<file path="src/rtl/tfcall_accum.sv">
// rtl/tfcall_accum.sv - multi-channel accumulator with command interface and READ result FIFO
//
// Purpose:
//   Holds CHANNELS independent WIDTH-bit accumulators. Each accepted command
//   runs in a single cycle:
//     ADD  : acc += data (wraps; carry-out sets the sticky overflow flag)
//     DBL  : acc  = data << 1 (the shifted-out MSB sets the sticky overflow flag)
//     CLR  : acc  = 0, overflow flag cleared
//     READ : pushes {ch, acc} into a DEPTH-entry output FIFO
//   A command aimed at a channel that does not exist is still accepted, has no
//   effect, and pulses err on the following cycle.
//
// Build option:
//   TFCALL_ACCUM_SAT_EN - when defined, an overflowing ADD or DBL clamps the
//   accumulator to all-ones instead of wrapping. The overflow flag is set either way.
//
// Ports:
//   clk, rst                  clock, asynchronous active-high reset
//   in_valid/in_ready         command handshake (in_ready = FIFO not full)
//   in_op, in_ch, in_data     opcode (0 ADD, 1 DBL, 2 CLR, 3 READ), channel, operand
//   out_valid/out_ready       FIFO head handshake
//   out_ch, out_data          FIFO head entry
//   overflow                  sticky per-channel overflow flags
//   err                       one-cycle pulse for a command to an invalid channel
//   count                     FIFO occupancy

module tfcall_accum #(
    parameter  int WIDTH    = 8,
    parameter  int CHANNELS = 4,
    parameter  int DEPTH    = 4,
    localparam int CHW      = (CHANNELS > 1) ? $clog2(CHANNELS) : 1,
    localparam int CW       = $clog2(DEPTH) + 1
) (
    input  logic                clk,
    input  logic                rst,
    input  logic                in_valid,
    output logic                in_ready,
    input  logic [1:0]          in_op,
    input  logic [CHW-1:0]      in_ch,
    input  logic [WIDTH-1:0]    in_data,
    output logic                out_valid,
    input  logic                out_ready,
    output logic [CHW-1:0]      out_ch,
    output logic [WIDTH-1:0]    out_data,
    output logic [CHANNELS-1:0] overflow,
    output logic                err,
    output logic [CW-1:0]       count
);

    localparam int         AW     = $clog2(DEPTH);
    localparam logic [1:0] OP_ADD = 2'd0;
    localparam logic [1:0] OP_DBL = 2'd1;
    localparam logic [1:0] OP_CLR = 2'd2;
    localparam logic [1:0] OP_RD  = 2'd3;

    logic [WIDTH-1:0]     r_acc [CHANNELS];
    logic [CHANNELS-1:0]  r_ovf;
    logic [CHW+WIDTH-1:0] r_mem [DEPTH];
    logic [AW-1:0]        r_wr;
    logic [AW-1:0]        r_rd;
    logic [CW-1:0]        r_count;
    logic                 r_err;

    logic                 w_accept;
    logic                 w_ch_ok;
    logic [31:0]          w_ch_ext;
    logic [WIDTH-1:0]     w_cur;
    logic [WIDTH:0]       w_sum;
    logic [WIDTH-1:0]     w_new;
    logic                 w_ovf;
    logic                 w_push;
    logic                 w_pop;
    logic                 w_nonempty;

    // in_ready depends only on registered occupancy, never on out_ready, so a
    // full FIFO refuses commands until a pop has actually taken place.
    assign w_nonempty = (r_count != '0);
    assign in_ready   = (r_count != CW'(DEPTH));
    assign w_accept   = in_valid && in_ready;

    // Widen before comparing so the check stays meaningful when CHANNELS is
    // not a power of two (e.g. channel 3 of a 3-channel build).
    assign w_ch_ext = 32'(in_ch);
    assign w_ch_ok  = (w_ch_ext < 32'(CHANNELS));

    // Only consumed when w_ch_ok, so an out-of-range read here is harmless.
    assign w_cur = r_acc[in_ch];
    assign w_sum = {1'b0, w_cur} + {1'b0, in_data};

    always_comb begin
        w_new = w_cur;
        w_ovf = 1'b0;
        case (in_op)
            OP_ADD: begin
                w_new = w_sum[WIDTH-1:0];
                w_ovf = w_sum[WIDTH];
            end
            OP_DBL: begin
                w_new = {in_data[WIDTH-2:0], 1'b0};
                w_ovf = in_data[WIDTH-1];
            end
            default: begin
                w_new = w_cur;
                w_ovf = 1'b0;
            end
        endcase
`ifdef TFCALL_ACCUM_SAT_EN
        if (w_ovf) begin
            w_new = '1;
        end
`endif
    end

    assign w_push = w_accept && w_ch_ok && (in_op == OP_RD);
    assign w_pop  = w_nonempty && out_ready;

    // Accumulators and sticky overflow flags.
    always_ff @(posedge clk or posedge rst) begin
        if (rst) begin
            for (int i = 0; i < CHANNELS; i++) begin
                r_acc[i] <= '0;
            end
            r_ovf <= '0;
        end else if (w_accept && w_ch_ok) begin
            case (in_op)
                OP_ADD, OP_DBL: begin
                    r_acc[in_ch] <= w_new;
                    if (w_ovf) begin
                        r_ovf[in_ch] <= 1'b1;
                    end
                end
                OP_CLR: begin
                    r_acc[in_ch] <= '0;
                    r_ovf[in_ch] <= 1'b0;
                end
                default: begin
                end
            endcase
        end
    end

    always_ff @(posedge clk or posedge rst) begin
        if (rst) begin
            r_err <= 1'b0;
        end else begin
            r_err <= w_accept && !w_ch_ok;
        end
    end

    // FIFO storage needs no reset: the head is masked to zero while empty.
    always_ff @(posedge clk) begin
        if (w_push) begin
            r_mem[r_wr] <= {in_ch, w_cur};
        end
    end

    // Pointers are AW bits wide, so they wrap modulo DEPTH on their own.
    always_ff @(posedge clk or posedge rst) begin
        if (rst) begin
            r_wr    <= '0;
            r_rd    <= '0;
            r_count <= '0;
        end else begin
            if (w_push) begin
                r_wr <= r_wr + 1'b1;
            end
            if (w_pop) begin
                r_rd <= r_rd + 1'b1;
            end
            case ({w_push, w_pop})
                2'b10:   r_count <= r_count + 1'b1;
                2'b01:   r_count <= r_count - 1'b1;
                default: r_count <= r_count;
            endcase
        end
    end

    assign out_valid = w_nonempty;
    assign out_ch    = w_nonempty ? r_mem[r_rd][CHW+WIDTH-1:WIDTH] : '0;
    assign out_data  = w_nonempty ? r_mem[r_rd][WIDTH-1:0]         : '0;
    assign overflow  = r_ovf;
    assign err       = r_err;
    assign count     = r_count;

endmodule

</file>
<file path="config.mk">
export PLATFORM = sky130hd
export DESIGN_NAME = tfcall_accum
export DESIGN_NICKNAME = d
export VERILOG_FILES = /design/src/rtl/tfcall_accum.sv
export SDC_FILE = /design/constraint.sdc
export NUM_CORES = 1
export LEC_CHECK = 0
export ABC_AREA = 1
export CORE_MARGIN = 2
export CORE_UTILIZATION = 30
export DETAILED_ROUTE_END_ITERATION = 8
export GPL_ROUTABILITY_DRIVEN = 0
export SLEW_MARGIN = 5
export SYNTH_ARGS = -nofsm -noshare
export SYNTH_HDL_FRONTEND = slang
export SYNTH_SLANG_ARGS = --single-unit
export TNS_END_PERCENT = 5
</file>
<file path="constraint.sdc">
create_clock -name clk -period 1.91 [get_ports clk]
set_input_delay 0.2865 -clock clk [delete_from_list [all_inputs] [get_ports clk]]
set_output_delay 0.2865 -clock clk [all_outputs]
set_load 0.1 [all_outputs]
</file>
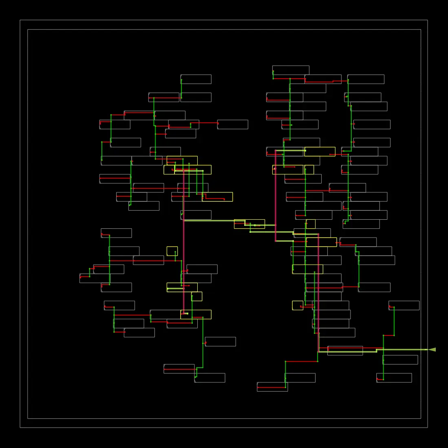
(clock nets)
Clock Buffer Count: 9
clk pwr: 1.77 mW
Num CTS Buffers: 9

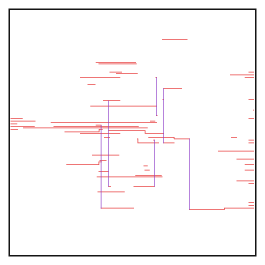
(routed metal, one colour a layer)
Scale: 2 px per µm. Two of the layers only.
Key: purple = met4 [wire length 189 µm]; red = met3 [wire length 698 µm]
Routed WL per cell: 14.9 µm
via count: 3629

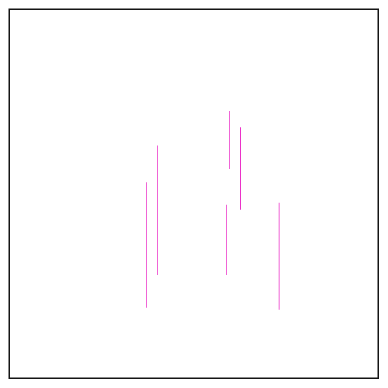
(M4 wires)
Scale: 3 px per µm.
The longest straight run is 42.8 µm. The layer carries 189 µm of wire. The wires run mostly vertical. The layer holds 1.7% of the routed length. 5 nets have wire on it.
WL final: 11200 µm

==> impl_metrics.csv <==
group,metric,value,unit
layout,num-nonclk-inverters,43,
power,ir_worst_vdd,906,µV
setup_path,crit_path_max_fanout,4,
setup_path,reg2reg_depth,12,
yosys,common_cells,"nand2_1, nor2_1, dfrtp_1",
route,met3_length,698,µm
setup_path,cp_top_family,"simple AND/OR/NAND/NOR gates",
sta,period_needed,2.09,ns
grt,grt_busiest_layer,"met2",
setup_path,worstPathRequired,2.18,ns
clock_network,cts_tree,"built",
route,vias_per_cell,4.81,
grt,grtUsageMet2,0.274,
sta,timing.final.crit_share,1.09,
setup_path,worstSetupPathType,"flip-flop to flip-flop",
layout,drive_gt1_frac,0.350,
setup_path,crit_buf_inv,1,
sta,hold_ws,0.307,ns
place,dp.cells,729,
grt,met1_usage,0.191,
yosys,yosysTopAreaCellShare,0.285,
yosys,ys_sh_xor,0.00831,
route,dr_wl_met2,5720,µm
clock_network,cts_setup_buffers,6,
yosys,ys_area,4220,µm²
power,p_clk_frac,0.160,
power,seq-power,2.88,mW
setup_path,path_common_cell,"nand3_2",
layout,stdcell_count,754,
route,maxUsedRoutingLayer,"met4",
setup_path,cp_slowest_cell,"dfrtp_1",
yosys,yosysSeqAreaShare,0.540,
yosys,top_cell,"nand2_1",
yosys,yosysWarnings,0,
place,postPlaceCellArea,5380,µm²
yosys,mux_area_frac,0,
yosys,ys_cells,472,
layout,syn2layout_area_growth,43.6,%
yosys,syn_inst,472,
clock_network,cts_hold_buf,0,
die,nWellTaps,180,
layout,finalNetCount,600,
outcome,status,"complete, but fails checks",
grt,grt_pass1_wl,18200,µm
sta,fin_setup_tns,-3.32,ns
grt,grt.overflow.total,0,
power,switchingPower,5.24,mW
clock_network,cts.sink_count,83,
sta,hold_violations,0,
route,ant_nets,0,
yosys,syn_area_per_cell,8.93,µm²
layout,sh_seq_area,0.378,
layout,antennaDiodeCount,0,
route,drc_errors,0,
clock_network,cts_resized,47,
layout,seq_area,2290,µm²
grt,antenna_found_initial,0,
power,power_leader,"combinational cells",
power,finalPower,11.1,mW
die,fp_util,0.305,
place,hpwl,7860,µm
yosys,synthAoiAreaFrac,0.106,
layout,final_util,0.438,
setup_path,cp-start-kind,"flip-flop",
layout,ff_count,83,
sta,clock.fmax,480,MHz
yosys,syn_area,4220,µm²
yosys,synthTopLogicFamily,"simple AND/OR/NAND/NOR gates",
grt,grtUsageTotal,0.157,
sta,drv_slew,0,
layout,buffers_excl_clock,98,
yosys,synth.largest_area_cell,"edfxtp_1",
place,dp_slack,-0.911,ns
grt,grtUsageMet3,0.0386,
power,pg_comb,6.41,mW
grt,grt_pass1_vias,3647,
setup_path,reg2reg_from,"r_acc[24]",
yosys,ys.flops,83,
layout,logic_gates,334,
yosys,area_leaders,"edfxtp_1, dfrtp_1, nand2_1",
layout,lay_top_cells,"nand2_1, buf_4, nor2_1",
yosys,ys_sh_simple,0.240,
setup_path,r2r_end,"r_acc[4]",
layout,layout_top_cell,"nand2_1",
layout,top_register,"r_mem",
setup_path,path_cells,"a22oi_2, nand3_2, ha_4, fa_2, nand2_2, nand2_4, buf_4, nand3_2, nand3b_1, nand3_2, nand3_2, nand2_2",
setup_path,setup.worst_path.start,"r_acc[24]",
route,m1WireLength,4640,µm
clock_network,h-tree-depth,3,
yosys,ys_types,33,
layout,final-clk-cell-share,0.0504,
clock_network,clk_pin_slew_worst_paths,0.07,ns
sta,setup_viol,27,
yosys,syn_nets,503,
yosys,edf_count,40,
yosys,adder_share,0.0481,
die,coreArea,13800,µm²
run,cap_violations,0,
outcome,violations,"setup timing",
layout,fill_cells,1293,
sta,grt_setup_unrepaired,"yes",
layout,largest_class,"sequential cells",
route,firstDrtPassIters,5,
clock_network,clockBufferDepth,2,
clock_network,cts_root_buffer,"clkbuf_16",
setup_path,cp.depth,12,
power,p_int,5.82,mW
setup_path,r2r_slack,-0.18,ns
layout,logic_area,2060,µm²
power,power_frac_comb,0.580,
sta,fin_ws,-0.175,ns
setup_path,cp_data_arrival_time,2.36,ns
power,p_seq_frac,0.261,
sta,tightest_slew,0.509,ns
layout,largest_reg_flops,40,
layout,comb_area_frac,0.341,
route,drt_iter0_drc,333,
layout,buf_share,0.164,
layout,fin_area,6050,µm²
grt,grt_max_degree,44,
run,warnings,32,
sta,fin_skew,0.0105,ns
setup_path,critPathCapture,"r_acc[4]",
yosys,synth-main-ff-cell,"dfrtp_1",
clock_network,clk_latency,0.34,ns
sta,relSlewSlack,0.660,
die,chipArea,15000,µm²
setup_path,slowest_delay,0.39,ns
die,rows,43,
min_path,min_path_type,"input pin to asynchronous set/reset pin",
die,io_pins,36,
power,swShare,0.473,
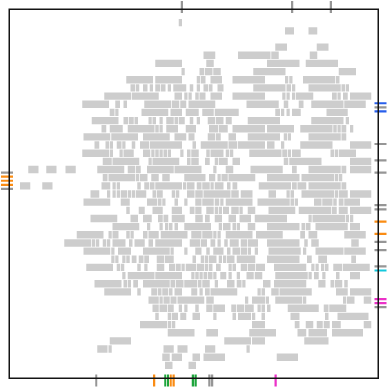
(I/O pins on the die edge)
Scale: 3 px per µm. Pins as bars across the die edge, other pins in grey.
Key: magenta = count [pins 3, direction output, edge 2 right, 1 bottom]; green = overflow [pins 4, direction output, edge bottom]; orange = in_data [pins 8, direction input, edge 3 left, 3 bottom, 2 right]; cyan = out_valid [pins 1, direction output, edge right]; blue = out_ch [pins 2, direction output, edge right]
All pins by edge: 17 right, 11 bottom, 5 left, 3 top.
Die H: 123 µm
Chip Width: 123 µm
port bufs: 34

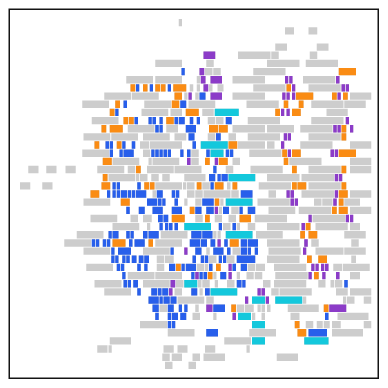
(logic cells by family)
Scale: 3 px per µm.
Key: purple = NOR gates [cells 67]; orange = inverting AOI/OAI gates [cells 78]; blue = NAND gates [cells 168]; cyan = adder and majority cells [cells 15]

Power figures rest on the tool's default switching activity, not on a simulated workload.
